[src/rtl/nand_share_arbiter.sv]
// Round-robin arbiter that time-shares one transistor-level 2-input NAND cell
// among N_REQ requesters, holding the cell inputs for SETTLE cycles per operation.
module nand_share_arbiter #(
  parameter int unsigned N_REQ  = 4,
  parameter int unsigned SETTLE = 2
) (
  input  logic             clk,
  input  logic             rst_n,
  input  logic [N_REQ-1:0] req,
  input  logic [N_REQ-1:0] a_in,
  input  logic [N_REQ-1:0] b_in,
  output logic [N_REQ-1:0] gnt,
  output logic [N_REQ-1:0] done,
  output logic             y_out,
  output logic             cell_a,
  output logic             cell_b,
  input  logic             cell_y
);

  localparam int unsigned IdxW = (N_REQ > 1) ? $clog2(N_REQ) : 1;
  localparam int unsigned CntW = (SETTLE > 0) ? $clog2(SETTLE + 1) : 1;
  localparam logic [CntW-1:0] CntLast = CntW'(SETTLE - 1);
  localparam logic [IdxW-1:0] IdxLast = IdxW'(N_REQ - 1);

  typedef enum logic [1:0] {StIdle, StDrive, StCapture} state_e;

  state_e            state_q, state_d;
  logic [N_REQ-1:0]  gnt_q, gnt_d;
  logic [N_REQ-1:0]  done_q, done_d;
  logic              y_q, y_d;
  logic              cell_a_q, cell_a_d;
  logic              cell_b_q, cell_b_d;
  logic [IdxW-1:0]   ptr_q, ptr_d;
  logic [IdxW-1:0]   idx_q, idx_d;
  logic [CntW-1:0]   cnt_q, cnt_d;

  logic [N_REQ-1:0]  eligible;
  logic              found;
  logic [IdxW-1:0]   sel;
  logic [IdxW-1:0]   cand_idx;
  int unsigned       cand;

  // A requester whose done is currently high is masked so it cannot be
  // re-granted on the same edge it is being told its result is ready.
  always_comb begin
    eligible = req & ~done_q;
    found    = 1'b0;
    sel      = '0;
    cand     = 0;
    cand_idx = '0;
    for (int unsigned i = 0; i < N_REQ; i++) begin
      cand     = (32'(ptr_q) + i) % N_REQ;
      cand_idx = IdxW'(cand);
      if (!found && eligible[cand_idx]) begin
        found = 1'b1;
        sel   = cand_idx;
      end
    end
  end

  always_comb begin
    state_d  = state_q;
    gnt_d    = gnt_q;
    done_d   = '0;
    y_d      = y_q;
    cell_a_d = cell_a_q;
    cell_b_d = cell_b_q;
    ptr_d    = ptr_q;
    idx_d    = idx_q;
    cnt_d    = cnt_q;

    case (state_q)
      StIdle: begin
        if (found) begin
          gnt_d    = {{(N_REQ-1){1'b0}}, 1'b1} << sel;
          cell_a_d = a_in[sel];
          cell_b_d = b_in[sel];
          idx_d    = sel;
          cnt_d    = '0;
          state_d  = StDrive;
        end
      end
      StDrive: begin
        cnt_d = cnt_q + 1'b1;
        if (cnt_q == CntLast) begin
          state_d = StCapture;
        end
      end
      StCapture: begin
        y_d          = cell_y;
        done_d[idx_q] = 1'b1;
        gnt_d        = '0;
        ptr_d        = (idx_q == IdxLast) ? '0 : idx_q + 1'b1;
        state_d      = StIdle;
      end
      default: begin
        state_d = StIdle;
      end
    endcase
  end

  always_ff @(posedge clk or negedge rst_n) begin
    if (!rst_n) begin
      state_q  <= StIdle;
      gnt_q    <= '0;
      done_q   <= '0;
      y_q      <= 1'b0;
      cell_a_q <= 1'b0;
      cell_b_q <= 1'b0;
      ptr_q    <= '0;
      idx_q    <= '0;
      cnt_q    <= '0;
    end else begin
      state_q  <= state_d;
      gnt_q    <= gnt_d;
      done_q   <= done_d;
      y_q      <= y_d;
      cell_a_q <= cell_a_d;
      cell_b_q <= cell_b_d;
      ptr_q    <= ptr_d;
      idx_q    <= idx_d;
      cnt_q    <= cnt_d;
    end
  end

  assign gnt    = gnt_q;
  assign done   = done_q;
  assign y_out  = y_q;
  assign cell_a = cell_a_q;
  assign cell_b = cell_b_q;

endmodule

[config.mk]
export PLATFORM = sky130hd
export DESIGN_NAME = nand_share_arbiter
export DESIGN_NICKNAME = d
export VERILOG_FILES = /design/src/rtl/nand_share_arbiter.sv
export SDC_FILE = /design/constraint.sdc
export NUM_CORES = 1
export LEC_CHECK = 0
export CORE_MARGIN = 2
export CORE_UTILIZATION = 40
export DETAILED_ROUTE_END_ITERATION = 10
export PLACE_DENSITY = 0.68
export RECOVER_POWER = 50
export SLEW_MARGIN = 20
export SYNTH_ARGS = -nofsm -noshare
export SYNTH_HDL_FRONTEND = slang
export SYNTH_SLANG_ARGS = --single-unit
[constraint.sdc]
create_clock -name clk -period 1.9 [get_ports clk]
set_input_delay 0.19 -clock clk [delete_from_list [all_inputs] [get_ports clk]]
set_output_delay 0.19 -clock clk [all_outputs]
set_load 0.02 [all_outputs]
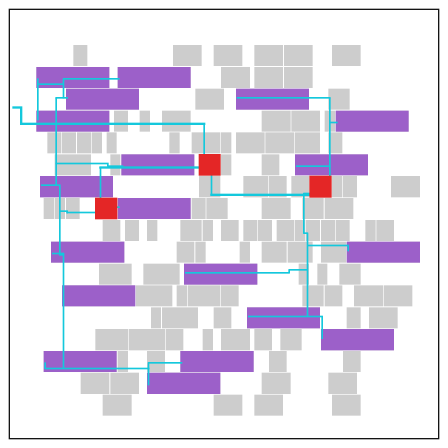
**Above:** routed clock nets over the placement.
Red shows cells driving clock nets, count 3. Cyan shows clock wires, length 238 µm. Purple shows flip-flops, count 19.
There are 4 routed clock nets. Position of the flops: all over the die.

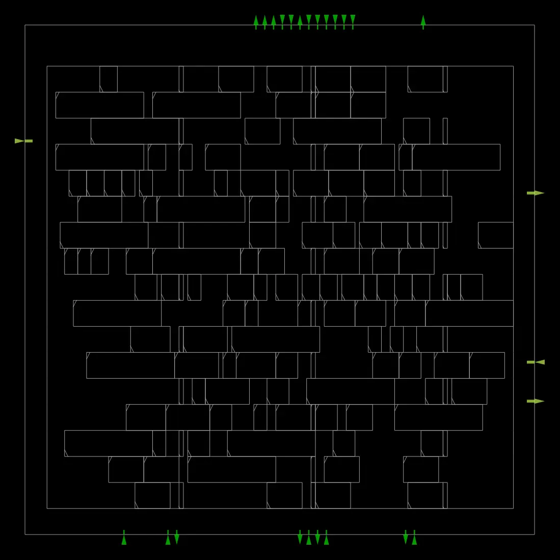
**Above:** placed standard cells.
tap cells: 28
Filler cells: 225

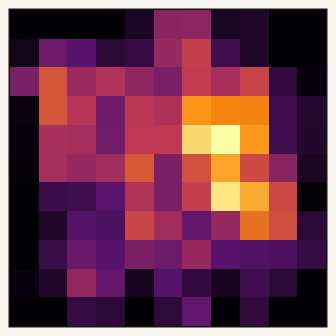
**Above:** wire density map.
11 x 11 tiles, from black (low) to pale yellow (high), scaled to the fullest tile. Values are wire area over tile area, all layers added.
The emptiest ninth of the die: south-west. 19% of the tiles are over half the peak. The densest ninth of the die: center. The fullest tile reaches 0.40. 18% of the tiles are nearly empty. The mean over all tiles is 0.11.
GRT Total Usage: 16.57%
via count: 826
Routed WL: 2.119 mm
routed len/inst: 13.58 µm

==> out/results.tsv <==
metric	value	unit
status	complete, no violations	
ao+oa area frac	13.27	%
Top logic family	simple AND/OR/NAND/NOR gates	
internal power	1051	µW
highest clock rate	0.6515	GHz
Logic area	471.7	µm²
Top Ports	26	
top_reg_cell synth	dfrtp_1	
H-tree Lvls	1	
Fin Clk Skew	0.002442	ns
fp_density	43.06	%
# port buffers	25	
biggest area cells	dfrtp_1 49%, ha_1 6.4%, nand2_1 5.0%	
Hold Slack	0.5007	ns
vias in the first global route	789	
Post-synth ARST share	100.0	%
FF/Latch Area	475.5	µm²
Slew Limit Fails	0	
FF-to-FF Start	ptr_q[1]$_DFFE_PN0P_	
Top cell area share	48.97	%
dpl ws	0.1518	ns
top-count cell post-synth	dfrtp_1	
GR Util met3	5.932	%
Worst Path Required	2.08	ns
Hold EP	y_out$_DFFE_PN0P_	
met1 Resource Use GR	19.75	%
die width	53.27	µm
post-synthesis cell count from yosys	97	
nonclk inv count	5	
critical path's top delay family	flip-flops	
Slew HR	31.24	%
non-clock buffer area fraction after layout	20.69	%
Seq share, synth	48.97	%
Buffers excl. clock	28	
Switch Pwr	731.2	µW
Reg2Reg Depth	5	
post-route insts no fill	156	
nets@finish	149	
Pwr top	combinational cells	
number of diodes	0	
final core occ	57.66	%
Logic power comb	873	µW
multi-input gates	72	
first-pass GRT wire length	3.381	mm
Area-dominant class	flip-flops and latches	
met2 WL	1.110	mm
Setup Total Neg Slack	0	ns
R2R Setup Slk	0.36	ns
total iterations of the first detailed-routing run	4	
Final Critical Period	1.535	ns
Netlist Area Pre-Place	970.9	µm²
Avg Cell Area, Syn	10.01	µm²
Sw Ratio	41.02	%
worst-skew pair later-pin latency	0.30	ns
CTS clk-pin slew, worst paths	0.11	ns
Top Usage Layer GRT	met2	
fraction of layout cells with a size suffix above 1	10.16	%
clock buffer count	3	
Final ANT Viol Nets	0	
Largest stage delay, worst path	0.48	ns
Synth Area in Simple Gates	23.32	%
Critical Path, Cell by Cell	nor4bb_1, a21oi_1, nand3_2, mux2i_1, o2111ai_1	
Die ar.	2837	µm²
synth warn	0	
Critical Path Sink Type	flip-flop	
Power figures rest on the tool's default switching activity, not on a simulated workload.
